File: src/rtl/wash_seq_param.sv
// Washing-machine program sequencer: five programs, pause/resume, tick prescaler, saturating time.
// Latency: every output is a flop; a button edge or tick is reflected one clock after it is sampled.
// Backpressure: none; mod/s are edge-detected level buttons, and a pause freezes all timing state.
//
// Ports: ts clock; p async active-low reset; mod program-load button; s start/pause button;
//        Tt1 wash-time preset; mod1 program select; Tt remaining total ticks; Tm remaining phase
//        ticks; li/lo/lw/lr/ld fill/drain/wash/rinse/spin actuators; tp {paused, phase code}.
module wash_seq_param #(
    parameter int TW      = 6,
    parameter int PW      = 5,
    parameter int DIV     = 1,
    parameter int FILL_T  = 2,
    parameter int DRAIN_T = 2,
    parameter int WASH_T  = 6,
    parameter int RINSE_T = 4,
    parameter int SPIN_T  = 3,
    parameter int RINSE_N = 2
) (
    input  logic          ts,
    input  logic          p,
    input  logic          mod,
    input  logic          s,
    input  logic [TW-1:0] Tt1,
    input  logic [2:0]    mod1,
    output logic [TW-1:0] Tt,
    output logic [PW-1:0] Tm,
    output logic          li,
    output logic          lo,
    output logic          lw,
    output logic          lr,
    output logic          ld,
    output logic [3:0]    tp
);
    typedef enum logic [2:0] {
        PH_IDLE  = 3'd0,
        PH_FILL  = 3'd1,
        PH_WASH  = 3'd2,
        PH_DRAIN = 3'd3,
        PH_RINSE = 3'd4,
        PH_SPIN  = 3'd5,
        PH_DONE  = 3'd6
    } phase_e;

    localparam int TT_MAX = (1 << TW) - 1;
    localparam int TM_MAX = (1 << PW) - 1;
    localparam int DW     = (DIV > 1) ? $clog2(DIV) : 1;
    localparam int RW     = (RINSE_N > 1) ? $clog2(RINSE_N) : 1;

    function automatic logic [PW-1:0] phase_dur(input phase_e ph, input logic [PW-1:0] wash);
        logic [PW-1:0] d;
        case (ph)
            PH_FILL:  d = PW'(FILL_T);
            PH_WASH:  d = wash;
            PH_DRAIN: d = PW'(DRAIN_T);
            PH_RINSE: d = PW'(RINSE_T);
            PH_SPIN:  d = PW'(SPIN_T);
            default:  d = '0;
        endcase
        return d;
    endfunction

    // Whole-program duration, computed wide and clamped so long programs never wrap Tt.
    function automatic logic [TW-1:0] prog_total(input logic [2:0] pg, input logic [PW-1:0] wash);
        int wash_blk;
        int rinse_blk;
        int sum;
        wash_blk  = FILL_T + int'(wash) + DRAIN_T;
        rinse_blk = RINSE_N * (FILL_T + RINSE_T + DRAIN_T);
        case (pg)
            3'd1:    sum = wash_blk;
            3'd2:    sum = wash_blk + rinse_blk;
            3'd3:    sum = rinse_blk + SPIN_T;
            3'd4:    sum = DRAIN_T + SPIN_T;
            default: sum = wash_blk + rinse_blk + SPIN_T;
        endcase
        return (sum > TT_MAX) ? TW'(TT_MAX) : TW'(sum);
    endfunction

    function automatic logic [PW-1:0] wash_of(input logic [TW-1:0] t);
        int ti;
        ti = int'(t);
        if (ti == 0)      return PW'(WASH_T);
        if (ti > TM_MAX)  return PW'(TM_MAX);
        return PW'(ti);
    endfunction

    phase_e          phase_q, phase_d, nxt_ph;
    logic            paused_q, paused_d;
    logic [2:0]      prog_q, prog_d;
    logic [PW-1:0]   wash_q, wash_d;
    logic [TW-1:0]   tt_q, tt_d;
    logic [PW-1:0]   tm_q, tm_d;
    logic [DW-1:0]   pre_q, pre_d;
    logic            in_rinse_q, in_rinse_d;   // FILL/DRAIN belong to the rinse block
    logic [RW-1:0]   rcnt_q, rcnt_d;           // rinse cycles already completed
    logic            mod_prev_q, s_prev_q;
    logic            li_q, lo_q, lw_q, lr_q, ld_q;
    logic            li_d, lo_d, lw_d, lr_d, ld_d;
    logic [3:0]      tp_q, tp_d;
    logic            mod_rise, s_rise;

    assign mod_rise = mod & ~mod_prev_q;
    assign s_rise   = s & ~s_prev_q;

    always_comb begin
        phase_d    = phase_q;
        paused_d   = paused_q;
        prog_d     = prog_q;
        wash_d     = wash_q;
        tt_d       = tt_q;
        tm_d       = tm_q;
        pre_d      = pre_q;
        in_rinse_d = in_rinse_q;
        rcnt_d     = rcnt_q;
        nxt_ph     = phase_q;

        case (phase_q)
            PH_IDLE: begin
                paused_d = 1'b0;
                tm_d     = '0;
                tt_d     = prog_total(prog_q, wash_q);
                if (mod_rise) begin
                    prog_d = (mod1 > 3'd4) ? 3'd0 : mod1;
                    wash_d = wash_of(Tt1);
                end
                // Start uses prog_d/wash_d so a same-cycle load is honoured.
                if (s_rise) begin
                    phase_d    = (prog_d == 3'd4) ? PH_DRAIN : PH_FILL;
                    in_rinse_d = (prog_d == 3'd3);
                    rcnt_d     = '0;
                    pre_d      = '0;
                    tm_d       = phase_dur(phase_d, wash_d);
                    tt_d       = prog_total(prog_d, wash_d);
                end
            end
            PH_DONE: begin
                paused_d = 1'b0;
                tt_d     = '0;
                tm_d     = '0;
                if (s_rise || mod_rise) begin
                    phase_d = PH_IDLE;
                    tt_d    = prog_total(prog_q, wash_q);
                end
            end
            default: begin
                if (s_rise) begin
                    paused_d = ~paused_q;
                end else if (!paused_q) begin
                    if (pre_q == DW'(DIV - 1)) begin
                        pre_d = '0;
                        tt_d  = (tt_q == '0) ? '0 : tt_q - 1'b1;
                        if (tm_q == PW'(1)) begin
                            case (phase_q)
                                PH_FILL:  nxt_ph = in_rinse_q ? PH_RINSE : PH_WASH;
                                PH_WASH:  nxt_ph = PH_DRAIN;
                                PH_RINSE: nxt_ph = PH_DRAIN;
                                PH_DRAIN: begin
                                    if (prog_q == 3'd4) begin
                                        nxt_ph = PH_SPIN;
                                    end else if (!in_rinse_q) begin
                                        if (prog_q == 3'd1) begin
                                            nxt_ph = PH_DONE;
                                        end else begin
                                            nxt_ph     = PH_FILL;
                                            in_rinse_d = 1'b1;
                                            rcnt_d     = '0;
                                        end
                                    end else if (rcnt_q == RW'(RINSE_N - 1)) begin
                                        nxt_ph = (prog_q == 3'd2) ? PH_DONE : PH_SPIN;
                                    end else begin
                                        nxt_ph = PH_FILL;
                                        rcnt_d = rcnt_q + 1'b1;
                                    end
                                end
                                default:  nxt_ph = PH_DONE;
                            endcase
                            phase_d = nxt_ph;
                            tm_d    = phase_dur(nxt_ph, wash_q);
                            if (nxt_ph == PH_DONE) tt_d = '0;
                        end else begin
                            tm_d = tm_q - 1'b1;
                        end
                    end else begin
                        pre_d = pre_q + 1'b1;
                    end
                end
            end
        endcase

        li_d = (phase_d == PH_FILL)  && !paused_d;
        lo_d = (phase_d == PH_DRAIN) && !paused_d;
        lw_d = (phase_d == PH_WASH)  && !paused_d;
        lr_d = (phase_d == PH_RINSE) && !paused_d;
        ld_d = (phase_d == PH_SPIN)  && !paused_d;
        tp_d = {paused_d, phase_d};
    end

    always_ff @(posedge ts or negedge p) begin
        if (!p) begin
            phase_q    <= PH_IDLE;
            paused_q   <= 1'b0;
            prog_q     <= 3'd0;
            wash_q     <= PW'(WASH_T);
            tt_q       <= '0;
            tm_q       <= '0;
            pre_q      <= '0;
            in_rinse_q <= 1'b0;
            rcnt_q     <= '0;
            mod_prev_q <= 1'b0;
            s_prev_q   <= 1'b0;
            li_q       <= 1'b0;
            lo_q       <= 1'b0;
            lw_q       <= 1'b0;
            lr_q       <= 1'b0;
            ld_q       <= 1'b0;
            tp_q       <= '0;
        end else begin
            phase_q    <= phase_d;
            paused_q   <= paused_d;
            prog_q     <= prog_d;
            wash_q     <= wash_d;
            tt_q       <= tt_d;
            tm_q       <= tm_d;
            pre_q      <= pre_d;
            in_rinse_q <= in_rinse_d;
            rcnt_q     <= rcnt_d;
            mod_prev_q <= mod;
            s_prev_q   <= s;
            li_q       <= li_d;
            lo_q       <= lo_d;
            lw_q       <= lw_d;
            lr_q       <= lr_d;
            ld_q       <= ld_d;
            tp_q       <= tp_d;
        end
    end

    assign Tt = tt_q;
    assign Tm = tm_q;
    assign li = li_q;
    assign lo = lo_q;
    assign lw = lw_q;
    assign lr = lr_q;
    assign ld = ld_q;
    assign tp = tp_q;
endmodule
File: config.mk
export PLATFORM = sky130hd
export DESIGN_NAME = wash_seq_param
export DESIGN_NICKNAME = d
export VERILOG_FILES = /design/src/rtl/wash_seq_param.sv
export SDC_FILE = /design/constraint.sdc
export NUM_CORES = 1
export LEC_CHECK = 0
export ABC_AREA = 1
export CAP_MARGIN = 25
export CORE_MARGIN = 2
export CORE_UTILIZATION = 57
export CTS_CLUSTER_SIZE = 24
export DETAILED_ROUTE_END_ITERATION = 7
export GPL_TIMING_DRIVEN = 0
export PLACE_DENSITY = 0.81
export SETUP_SLACK_MARGIN = 0.2
export SYNTH_ARGS = -nofsm -noshare
export SYNTH_HDL_FRONTEND = slang
export SYNTH_SLANG_ARGS = --single-unit
export TNS_END_PERCENT = 5
File: constraint.sdc
create_clock -name ts -period 3.1 [get_ports ts]
set_input_delay 0.93 -clock ts [delete_from_list [all_inputs] [get_ports ts]]
set_output_delay 0.93 -clock ts [all_outputs]
set_load 0.005 [all_outputs]
Figure 1. The clock network (run 1).
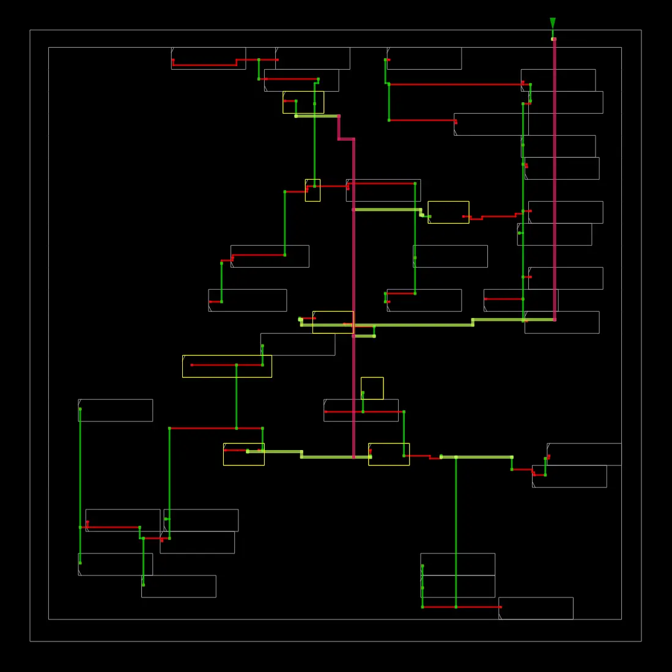
clock group power: 409 µW
Layout clock buffers: 5
clock net sink count: 32
Num CTS Buffers: 5
Late-Pin Clk Latency: 0.29 ns

Figure 2. Pin placement (run 1).
Pins as bars across the die edge, other pins in gray.
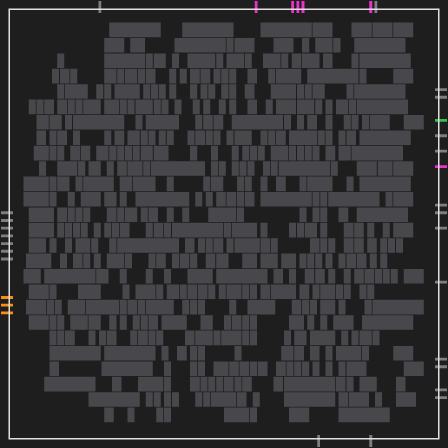
mod1 -> orange  # pins 3, direction input, edge west
li -> green  # pins 1, direction output, edge east
Tt -> magenta  # pins 6, direction output, edge 5 north, 1 east
all pins by edge = 14 east, 10 west, 7 north, 2 south

==> impl_table.tex, run 1 <==
% Implementation results table
\begin{tabular}{lr}
\hline
Metric & Value \\
\hline
\multicolumn{2}{l}{\textbf{Worst hold path}} \\
End point of the worst hold path & rcnt\_q \\
Worst hold path stage count & 2 \\
Startpoint of the tightest hold check path & rcnt\_q \\
Hold/Removal Path Class & register to register \\
\multicolumn{2}{l}{\textbf{Synthesis}} \\
XOR/XNOR Area Share & 0.02398 \\
Post-synthesis adder-cell area fraction & 0.06852 \\
EDFF count, synth & 0 \\
Post-synthesis average cell area & 6.310 µm² \\
Synth warnings & 0 \\
Cells after Synth & 463 \\
Top-area cell type share of the netlist area & 0.2570 \\
Main flop type after synthesis & sky130\_fd\_sc\_hd\_\_dfrtp\_1 \\
Synthesized area & 2922 µm² \\
Compound-Gate Fraction of Synth Area & 0.1430 \\
Most frequent cells after synthesis & sky130\_fd\_sc\_hd\_\_nand2\_1 (137), sky130\_fd\_sc\_hd\_\_inv\_1 (64), sky130\_fd\_sc\_hd\_\_nor2\_1 (63) \\
Top cell type by total area after synthesis & sky130\_fd\_sc\_hd\_\_dfrtp\_1 \\
Cell types occupying the most area after synthesis & sky130\_fd\_sc\_hd\_\_dfrtp\_1 (26\%), sky130\_fd\_sc\_hd\_\_nand2\_1 (18\%), sky130\_fd\_sc\_hd\_\_inv\_1 (8.2\%) \\
Synth cell types & 40 \\
Seq cells post-synth & 32 \\
Top-count cell post-synth & sky130\_fd\_sc\_hd\_\_nand2\_1 \\
Mux frac, synth & 0 \\
Cells in synth\_stat.txt & 463 \\
Simple-gate area share of the yosys netlist & 0.3837 \\
Top non-seq family & simple AND/OR/NAND/NOR gates \\
Async set-reset flop share out of synthesis & 1.000 \\
Proportion of synthesized chip area in sequential cells & 0.2749 \\
Area of the synthesized netlist per yosys stat & 2922 µm² \\
\multicolumn{2}{l}{\textbf{Placement}} \\
Final Wtd Congestion & 0.9275 \\
Cells after DPL & 565 \\
Cell area after placement & 3324 µm² \\
Estimated wirelength of the detail-placed design & 5618 µm \\
Tally of buffers added on design ports & 32 \\
Worst setup slack after placement & -0.5889 ns \\
\multicolumn{2}{l}{\textbf{Routing}} \\
Number of vias in the routed layout & 3095 \\
Highest metal layer with signal wires & met4 \\
Amount of wire on met3 after detailed routing & 357 µm \\
Routed metal-1 wirelength & 3187 µm \\
Average wire per cell in the routed design & 12.50 µm \\
Number of iterations in the first detailed-routing pass & 4 \\
Met2 wire length & 3531 µm \\
Final wirelength & 7214 µm \\
Drc violations & 0 \\
Number of nets with antenna violations after routing & 0 \\
Iteration-0 DRC count of the detailed router & 147 \\
DR vias/cell & 5.364 \\
\multicolumn{2}{l}{\textbf{Worst setup path}} \\
Number of stages on the worst setup path & 21 \\
Crit path capture & Tt[5] \\
Setup crit start & Tt1[5] \\
Required @ worst endpoint & 3.29 ns \\
Cell repeated most along the worst path & sky130\_fd\_sc\_hd\_\_nand2\_1 \\
Critical path cell sequence & dlygate4sd2\_1 -> inv\_1 -> nand3\_1 -> nor2\_1 -> nand2\_1 -> nand2\_2 -> buf\_6 -> inv\_1 -> ha\_2 -> inv\_2 -> nand2\_1 -> nand2\_2 -> inv\_2 -> ha\_4 -> nor2\_1 -> a21oi\_1 -> nand2\_1 -> nand2\_1 -> nand2\_1 -> nand2\_1 -> a21oi\_2 \\
Critical Setup Path Class & input port to register \\
Worst setup SP type & input port \\
Crit-path leading delay family & simple AND/OR/NAND/NOR gates \\
Worst path buffer plus inverter count & 6 \\
Register-to-register setup slack & 0.70 ns \\
Worst setup EP type & register \\
Number of cells on the worst reg-to-reg path & 17 \\
Slowest-stage cell, CP & sky130\_fd\_sc\_hd\_\_dlygate4sd2\_1 \\
Maximum single-stage delay on the critical path & 0.26 ns \\
Largest driver fanout on the critical path & 4 \\
Worst reg2reg endpoint & Tt[5] \\
Signal arrival time at the worst endpoint & 2.99 ns \\
\multicolumn{2}{l}{\textbf{Finish}} \\
Non-Clock Buffer Count & 42 \\
Register fraction of the total cell area & 0.2290 \\
Logic area & 1834 µm² \\
Fill cell count & 464 \\
Share of the final layout cell area in multi-input gates & 0.5228 \\
Non-filler cells, final & 577 \\
Final layout net count & 535 \\
Invs w/o clock & 73 \\
Fin area & 3508 µm² \\
Most frequent logic cell in the layout & sky130\_fd\_sc\_hd\_\_nand2\_1 \\
Final clock-cell share & 0.03174 \\
Final sequential cell count & 32 \\
Top cells excl fill/tap & sky130\_fd\_sc\_hd\_\_nand2\_1 (135), sky130\_fd\_sc\_hd\_\_inv\_1 (62), sky130\_fd\_sc\_hd\_\_nor2\_1 (61) \\
Max FFs per register & 6 \\
Relative area change from synthesis to final layout & 20.09\% \\
Seq. cell area & 803.3 µm² \\
Signal buffers share of area & 0.1131 \\
Cell class ranked first by area & combinational gates \\
Number of multi-input combinational cells in the layout & 352 \\
\multicolumn{2}{l}{\textbf{Pwr}} \\
Share of power burned in combinational logic & 0.693 \\
Sequential share of power & 0.201 \\
Design Power & 3874 µW \\
Cell internal pwr & 1857 µW \\
Seq group & 778 µW \\
Pleak & 0.001830 µW \\
Largest Pwr Group & combinational cells \\
Combinational power & 2690 µW \\
Share of total power consumed by net switching & 0.5207 \\
PwrDens & 1104 nW/µm² \\
Worst voltage drop across the vdd grid & 531.9 µV \\
Switching component of the power & 2017 µW \\
\multicolumn{2}{l}{\textbf{Run}} \\
Number of logged tool warnings & 34 \\
Max-capacitance violation count & 0 \\
\multicolumn{2}{l}{\textbf{Final timing}} \\
Post-route worst setup slack & 0.2966 ns \\
Final period util & 0.9043 \\
Final hold violations & 0 \\
Max Clk Rate & 356.7 MHz \\
Slew @ Worst Pin & 0.7454 ns \\
Setup violations, final & 0 \\
Max\_slew headroom & 0.5031 \\
Fin. max-slew vios & 0 \\
Setup TNS & 0 ns \\
Unrepaired setup endpoints after global routing & yes \\
Final hold slack & 0.4842 ns \\
\multicolumn{2}{l}{\textbf{Global route}} \\
Number of global-route vias before repair & 2726 \\
Largest net degree at the start of global routing & 33 \\
Antenna violations before repair & 0 \\
Remaining global-route overflow & 0 \\
M3 GR Usage & 0.04365 \\
Global-route wire length before repair & 11740 µm \\
GR met2 Demand/Resource & 0.4657 \\
GRT Overall Usage & 0.2675 \\
M1 GR Usage & 0.3360 \\
Busiest layer in global routing & met2 \\
\multicolumn{2}{l}{\textbf{Clock tree}} \\
Number of buffers inserted to repair setup after CTS & 3 \\
Number of hold-repair buffers added at the cts stage & 0 \\
Cells resized by post-CTS repair & 9 \\
CTS Root Buffer Type & sky130\_fd\_sc\_hd\_\_clkbuf\_8 \\
Clock tree from TritonCTS & done \\
CTS clk-pin slew, worst paths & 0.07 ns \\
H-tree lvl count & 2 \\
Longest Clk Path Bufs & 2 \\
\multicolumn{2}{l}{\textbf{Die}} \\
Well tap count & 70 \\
I/O pin count & 33 \\
Die ar. & 5714 µm² \\
Total core area & 5010 µm² \\
FP Util & 0.5832 \\
Die extent in x & 75.59 µm \\
Total number of placement rows & 26 \\
Y dimension of the die & 75.59 µm \\
\multicolumn{2}{l}{\textbf{Status}} \\
Status & complete, no violations \\
\hline
\end{tabular}
Figure 3. Clock wires, drivers and flops (run 1).
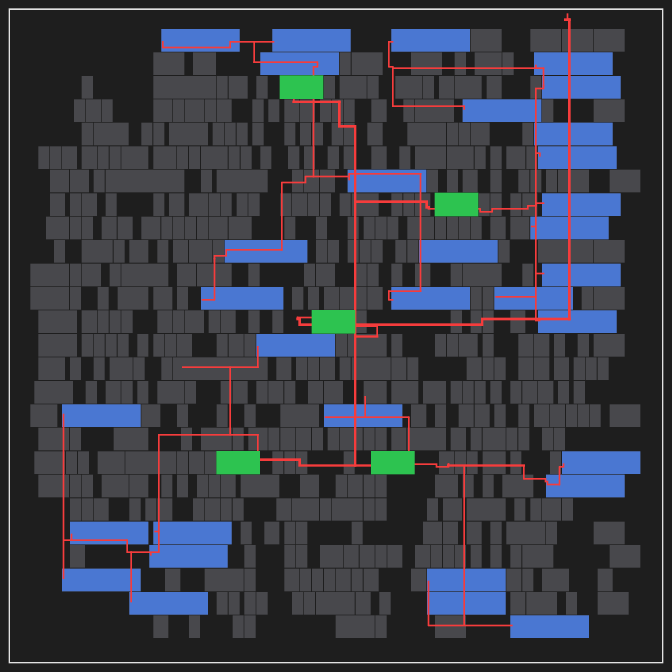
flip-flops -> blue  # count 32
clock wires -> red  # length 499 µm
cells driving clock nets -> green  # count 5
flops lie = widely spread
Clock power frac: 0.106
Max Clock Skew: 0.004390 ns

Figure 4. Met4 routing (run 1).
Scale bar: 20 µm.
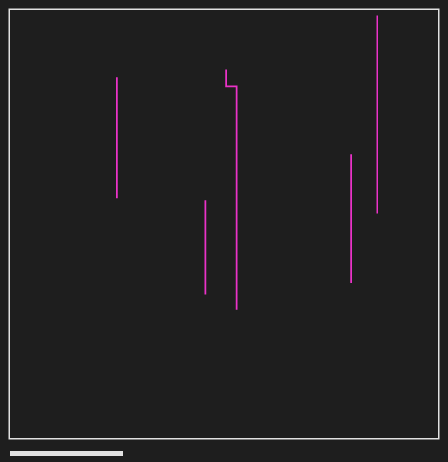
longest straight run = 39.3 µm
nets with wire on the layer = 5
main direction = vertical
wire length on this layer = 139 µm
share of all routed wire = 1.9%

## Run 2: what changed since run 1
--- a/config.mk
+++ b/config.mk
@@ -7,7 +7,7 @@
 export LEC_CHECK = 0
 export ABC_AREA = 1
 export CAP_MARGIN = 25
-export CORE_MARGIN = 2
+export CORE_MARGIN = 3
 export CORE_UTILIZATION = 57
 export CTS_CLUSTER_SIZE = 24
 export DETAILED_ROUTE_END_ITERATION = 7
==> run 2 against run 1 <==
Hold slack better by 0.034 ns. Clock skew up 0.0082 ns. Global-route usage down 0.65 points. Flip-flop count unchanged. Highest routed layer unchanged. Setup slack worse by 0.13 ns. Die area up 5.4%. Non-clock buffer count down 1. Clock power down 15%. Largest cell class unchanged. First-iteration DRC count up 14%. Fmax down 4.6%. Power down 2.6%.
==> impl_table.tex, run 2 <==
% Implementation results table
\begin{tabular}{lr}
\hline
Metric & Value \\
\hline
\multicolumn{2}{l}{\textbf{Status}} \\
Status & complete, no violations \\
\multicolumn{2}{l}{\textbf{Synthesis}} \\
Cells after Synth & 463 (unchanged) \\
Top non-seq family & simple AND/OR/NAND/NOR gates \\
Proportion of synthesized chip area in sequential cells & 0.2749 (unchanged) \\
Area of the synthesized netlist per yosys stat & 2922 µm² (unchanged) \\
Post-synthesis average cell area & 6.310 µm² (unchanged) \\
Synth warnings & 0 (unchanged) \\
Cells in synth\_stat.txt & 463 (unchanged) \\
Most frequent cells after synthesis & sky130\_fd\_sc\_hd\_\_nand2\_1 (137), sky130\_fd\_sc\_hd\_\_inv\_1 (64), sky130\_fd\_sc\_hd\_\_nor2\_1 (63) \\
Compound-Gate Fraction of Synth Area & 0.1430 (unchanged) \\
Post-synthesis adder-cell area fraction & 0.06852 (unchanged) \\
Main flop type after synthesis & sky130\_fd\_sc\_hd\_\_dfrtp\_1 \\
Synthesized area & 2922 µm² (unchanged) \\
Async set-reset flop share out of synthesis & 1.000 (unchanged) \\
\multicolumn{2}{l}{\textbf{Final timing}} \\
Max\_slew headroom & 0.4986 (-0.004508) \\
Final hold violations & 0 (unchanged) \\
Final hold slack & 0.5183 ns (+0.03419 ns) \\
Fin. max-slew vios & 0 (unchanged) \\
Setup TNS & 0 ns (unchanged) \\
\multicolumn{2}{l}{\textbf{Worst setup path}} \\
Required @ worst endpoint & 3.27 ns (-0.02 ns) \\
Worst setup SP type & input port \\
Register-to-register setup slack & 0.74 ns (+0.04 ns) \\
Setup crit start & Tt1[2] \\
Cell repeated most along the worst path & sky130\_fd\_sc\_hd\_\_nand2\_1 \\
Worst path buffer plus inverter count & 5 (-1) \\
Slowest-stage cell, CP & sky130\_fd\_sc\_hd\_\_clkdlybuf4s50\_1 \\
Critical Setup Path Class & input port to register \\
Largest driver fanout on the critical path & 6 (+2) \\
Number of stages on the worst setup path & 19 (-9.5\%) \\
Signal arrival time at the worst endpoint & 3.11 ns (+0.12 ns) \\
Worst reg2reg endpoint & Tt[2] \\
\multicolumn{2}{l}{\textbf{Clock tree}} \\
Clock tree from TritonCTS & done \\
CTS clk-pin slew, worst paths & 0.08 ns (about the same) \\
Num CTS Buffers & 5 (unchanged) \\
Number of hold-repair buffers added at the cts stage & 0 (unchanged) \\
\multicolumn{2}{l}{\textbf{Pwr}} \\
Cell internal pwr & 1788 µW (-3.7\%) \\
Largest Pwr Group & combinational cells \\
Switching component of the power & 1984 µW (-1.7\%) \\
Share of total power consumed by net switching & 0.5259 (+0.005254) \\
Share of power burned in combinational logic & 0.701 (+0.008) \\
Sequential share of power & 0.206 (+0.005) \\
Pleak & 0.001777 µW (-2.9\%) \\
\multicolumn{2}{l}{\textbf{Die}} \\
Die ar. & 6020 µm² (+5.4\%) \\
Total core area & 4848 µm² (-3.2\%) \\
Y dimension of the die & 77.59 µm (+2.6\%) \\
FP Util & 0.6026 (+0.01941) \\
Well tap count & 67 (-4.3\%) \\
\multicolumn{2}{l}{\textbf{Routing}} \\
Amount of wire on met3 after detailed routing & 377 µm (+5.6\%) \\
Average wire per cell in the routed design & 12.78 µm (+2.2\%) \\
Met2 wire length & 3595 µm (+1.8\%) \\
DR vias/cell & 5.377 (+0.24\%) \\
Final wirelength & 7321 µm (+1.5\%) \\
Number of nets with antenna violations after routing & 0 (unchanged) \\
Drc violations & 0 (unchanged) \\
Routed metal-1 wirelength & 3220 µm (+1.0\%) \\
\multicolumn{2}{l}{\textbf{Finish}} \\
Register fraction of the total cell area & 0.2316 (+0.002643) \\
Cell class ranked first by area & combinational gates \\
Fin area & 3468 µm² (-1.1\%) \\
Final layout net count & 534 (-0.19\%) \\
Logic area & 1834 µm² (unchanged) \\
\multicolumn{2}{l}{\textbf{Global route}} \\
Antenna violations before repair & 0 (unchanged) \\
GR met2 Demand/Resource & 0.4769 (+0.01118) \\
Number of global-route vias before repair & 2996 (+9.9\%) \\
Global-route wire length before repair & 12980 µm (+11\%) \\
Remaining global-route overflow & 0 (unchanged) \\
Largest net degree at the start of global routing & 33 (unchanged) \\
GRT Overall Usage & 0.2610 (-0.006533) \\
Busiest layer in global routing & met2 \\
\multicolumn{2}{l}{\textbf{Placement}} \\
Final Wtd Congestion & 0.9264 (-0.12\%) \\
Worst setup slack after placement & -0.5634 ns (+0.02558 ns) \\
Estimated wirelength of the detail-placed design & 5674 µm (+1.0\%) \\
\multicolumn{2}{l}{\textbf{Run}} \\
Number of logged tool warnings & 34 (unchanged) \\
\multicolumn{2}{l}{\textbf{Worst hold path}} \\
Hold/Removal Path Class & register to register \\
Startpoint of the tightest hold check path & wash\_q[1] \\
Worst hold path stage count & 2 (unchanged) \\
\hline
\end{tabular}
Figure 5. Cell sizes after repair (run 2).
Scale bar: 20 µm.
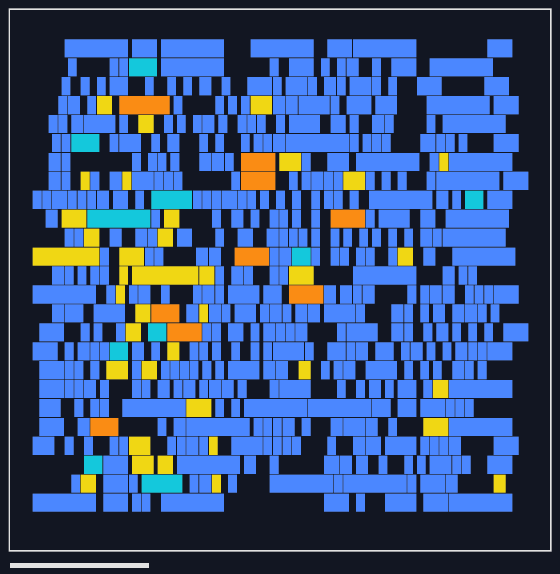
drive 3 to 4 -> cyan  # cells 10, share 2.0%, most used buf_4
drive 6 and up -> orange  # cells 9, share 1.8%, most used clkbuf_8
drive 2 -> yellow  # cells 37, share 7.3%
drive 1 or less -> blue  # cells 450, share 89%, most used nand2_1

Figure 6. The clock network (run 2).
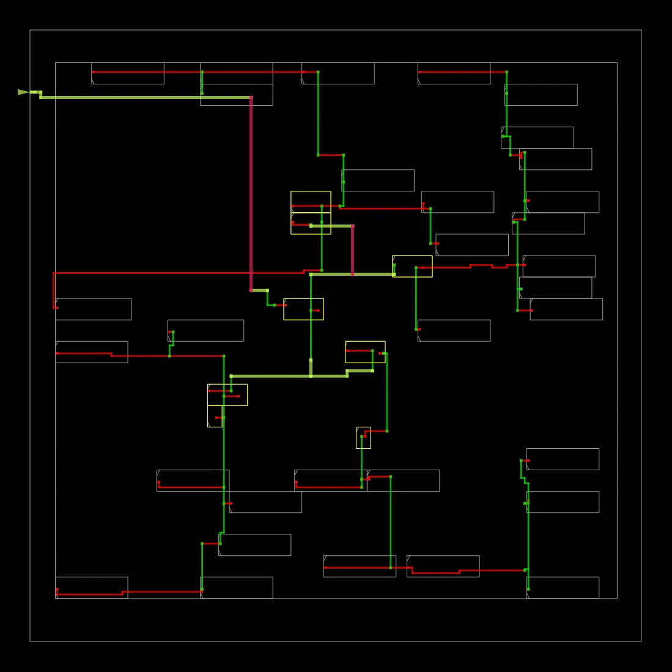
Layout clock buffers: 6
Max Clock Skew: 0.01264 ns
final sequential cell count: 32
clock group power: 349 µW

## Run 3: what changed since run 2
--- a/config.mk
+++ b/config.mk
@@ -8,11 +8,11 @@
 export ABC_AREA = 1
 export CAP_MARGIN = 25
 export CORE_MARGIN = 3
-export CORE_UTILIZATION = 57
+export CORE_UTILIZATION = 62
 export CTS_CLUSTER_SIZE = 24
 export DETAILED_ROUTE_END_ITERATION = 7
 export GPL_TIMING_DRIVEN = 0
-export PLACE_DENSITY = 0.81
+export PLACE_DENSITY = 0.87
 export SETUP_SLACK_MARGIN = 0.2
 export SYNTH_ARGS = -nofsm -noshare
 export SYNTH_HDL_FRONTEND = slang
==> constraint.sdc (replaced) <==
create_clock -name ts -period 3.55 [get_ports ts]
set_input_delay 1.065 -clock ts [delete_from_list [all_inputs] [get_ports ts]]
set_output_delay 1.065 -clock ts [all_outputs]
set_load 0.005 [all_outputs]
==> run 3 against run 2 <==
Hold slack got worse by 0.017 ns. Non-clock buffer count rose by 1. Cell area fell by 0.36%. Setup slack improved by 0.16 ns. Largest power group unchanged.
==> impl_table.tex, run 3 <==
% Implementation results table
\begin{tabular}{lr}
\hline
Metric & Value \\
\hline
\multicolumn{2}{l}{\textbf{Routing}} \\
Number of nets with antenna violations after routing & 0 (unchanged) \\
Routed metal-1 wirelength & 3057 µm (-5.1\%) \\
Final wirelength & 7321 µm (unchanged) \\
Average wire per cell in the routed design & 13.10 µm (+2.5\%) \\
Amount of wire on met3 after detailed routing & 411 µm (+9.0\%) \\
DR vias/cell & 5.533 (+2.9\%) \\
Met2 wire length & 3659 µm (+1.8\%) \\
Drc violations & 0 (unchanged) \\
\multicolumn{2}{l}{\textbf{Synthesis}} \\
Proportion of synthesized chip area in sequential cells & 0.2749 (unchanged) \\
Cells after Synth & 463 (unchanged) \\
Top-count cell post-synth & sky130\_fd\_sc\_hd\_\_nand2\_1 \\
Top non-seq family & simple AND/OR/NAND/NOR gates \\
Async set-reset flop share out of synthesis & 1.000 (unchanged) \\
Compound-Gate Fraction of Synth Area & 0.1430 (unchanged) \\
Most frequent cells after synthesis & sky130\_fd\_sc\_hd\_\_nand2\_1 (137), sky130\_fd\_sc\_hd\_\_inv\_1 (64), sky130\_fd\_sc\_hd\_\_nor2\_1 (63) \\
Post-synthesis adder-cell area fraction & 0.06852 (unchanged) \\
Synthesized area & 2922 µm² (unchanged) \\
Cells in synth\_stat.txt & 463 (unchanged) \\
Synth cell types & 40 \\
Main flop type after synthesis & sky130\_fd\_sc\_hd\_\_dfrtp\_1 \\
Simple-gate area share of the yosys netlist & 0.3837 \\
Area of the synthesized netlist per yosys stat & 2922 µm² (unchanged) \\
Post-synthesis average cell area & 6.310 µm² (unchanged) \\
Synth warnings & 0 (unchanged) \\
\multicolumn{2}{l}{\textbf{Worst hold path}} \\
Hold/Removal Path Class & register to register \\
Startpoint of the tightest hold check path & rcnt\_q \\
Worst hold path stage count & 2 (unchanged) \\
End point of the worst hold path & rcnt\_q \\
\multicolumn{2}{l}{\textbf{Finish}} \\
Seq. cell area & 803.3 µm² \\
Cell class ranked first by area & combinational gates \\
Register fraction of the total cell area & 0.2324 (+0.0008391) \\
Final sequential cell count & 32 (unchanged) \\
Layout clock buffers & 6 (unchanged) \\
Final layout net count & 535 (+0.19\%) \\
Logic area & 1832 µm² (-0.14\%) \\
Fin area & 3456 µm² (-0.36\%) \\
Most frequent logic cell in the layout & sky130\_fd\_sc\_hd\_\_nand2\_1 \\
\multicolumn{2}{l}{\textbf{Final timing}} \\
Final hold slack & 0.5009 ns (-0.01742 ns) \\
Max\_slew headroom & 0.5101 (+0.01156) \\
Fin. max-slew vios & 0 (unchanged) \\
Final hold violations & 0 (unchanged) \\
Setup violations, final & 0 \\
Setup TNS & 0 ns (unchanged) \\
Max Clk Rate & 309.5 MHz \\
\multicolumn{2}{l}{\textbf{Die}} \\
Y dimension of the die & 74.65 µm (-3.8\%) \\
FP Util & 0.6574 (+0.05480) \\
Die ar. & 5572 µm² (-7.4\%) \\
Total core area & 4444 µm² (-8.3\%) \\
Well tap count & 52 (-22\%) \\
\multicolumn{2}{l}{\textbf{Pwr}} \\
Share of total power consumed by net switching & 0.5278 (+0.001856) \\
Share of power burned in combinational logic & 0.708 (+0.007) \\
Clock power frac & 0.088 \\
Switching component of the power & 1755 µW (-12\%) \\
Cell internal pwr & 1571 µW (-12\%) \\
Pleak & 0.001789 µW (+0.69\%) \\
Largest Pwr Group & combinational cells \\
Sequential share of power & 0.204 (-0.002) \\
\multicolumn{2}{l}{\textbf{Status}} \\
Status & complete, no violations \\
\multicolumn{2}{l}{\textbf{Placement}} \\
Tally of buffers added on design ports & 32 \\
Final Wtd Congestion & 0.9567 (+3.3\%) \\
Worst setup slack after placement & -0.2327 ns (+0.3307 ns) \\
Estimated wirelength of the detail-placed design & 5563 µm (-2.0\%) \\
\multicolumn{2}{l}{\textbf{Clock tree}} \\
Number of hold-repair buffers added at the cts stage & 0 (unchanged) \\
Clock tree from TritonCTS & done \\
Number of buffers inserted to repair setup after CTS & 1 \\
Num CTS Buffers & 5 (unchanged) \\
CTS clk-pin slew, worst paths & 0.07 ns (about the same) \\
\multicolumn{2}{l}{\textbf{Global route}} \\
Largest net degree at the start of global routing & 33 (unchanged) \\
Global-route wire length before repair & 11610 µm (-11\%) \\
Busiest layer in global routing & met2 \\
GR met2 Demand/Resource & 0.4800 (+0.003116) \\
Antenna violations before repair & 0 (unchanged) \\
Number of global-route vias before repair & 2669 (-11\%) \\
Remaining global-route overflow & 0 (unchanged) \\
GRT Overall Usage & 0.2683 (+0.007303) \\
\multicolumn{2}{l}{\textbf{Worst setup path}} \\
Slowest-stage cell, CP & sky130\_fd\_sc\_hd\_\_clkdlybuf4s50\_1 \\
Register-to-register setup slack & 1.13 ns (+0.39 ns) \\
Worst reg2reg endpoint & Tt[5] \\
Cell repeated most along the worst path & sky130\_fd\_sc\_hd\_\_nand2\_1 \\
Worst setup SP type & input port \\
Crit-path leading delay family & simple AND/OR/NAND/NOR gates \\
Largest driver fanout on the critical path & 6 (unchanged) \\
Signal arrival time at the worst endpoint & 3.40 ns (+0.29 ns) \\
Worst path buffer plus inverter count & 6 (+1) \\
Setup crit start & Tt1[5] \\
Required @ worst endpoint & 3.72 ns (+0.45 ns) \\
Critical Setup Path Class & input port to register \\
Number of cells on the worst reg-to-reg path & 13 \\
\multicolumn{2}{l}{\textbf{Run}} \\
Number of logged tool warnings & 32 (-5.9\%) \\
\hline
\end{tabular}
Figure 7. The clock network (run 3).
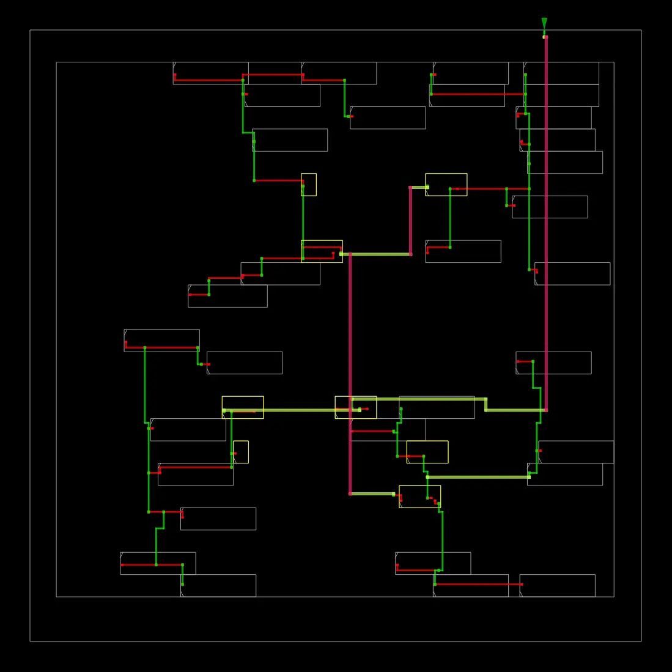
clock group power: 294 µW
Max Clock Skew: 0.003682 ns
Late-Pin Clk Latency: 0.28 ns

Figure 8. Cell sizes after repair (run 3).
Scale bar: 20 µm.
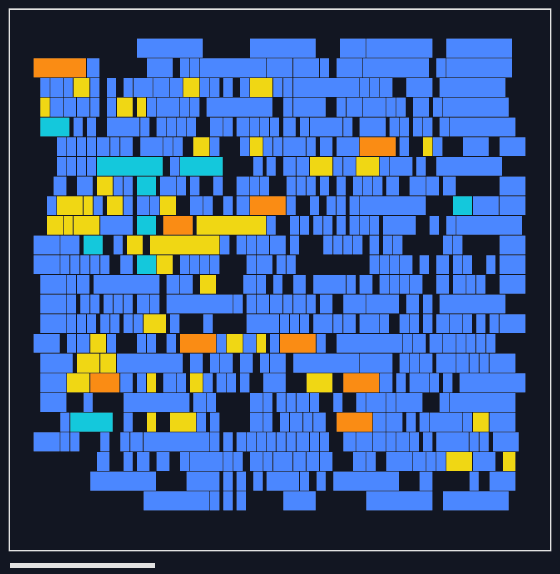
drive 6 and up -> orange  # cells 9, share 1.8%, most used clkbuf_8
drive 2 -> yellow  # cells 39, share 7.7%, most used nand2_2
drive 1 or less -> blue  # cells 450, share 89%, most used nand2_1
drive 3 to 4 -> cyan  # cells 9, share 1.8%, most used buf_4
Non-Clock Buffer Count: 42
relative area change from synthesis to final layout: 18.29%

Power figures rest on the tool's default switching activity, not on a simulated workload.
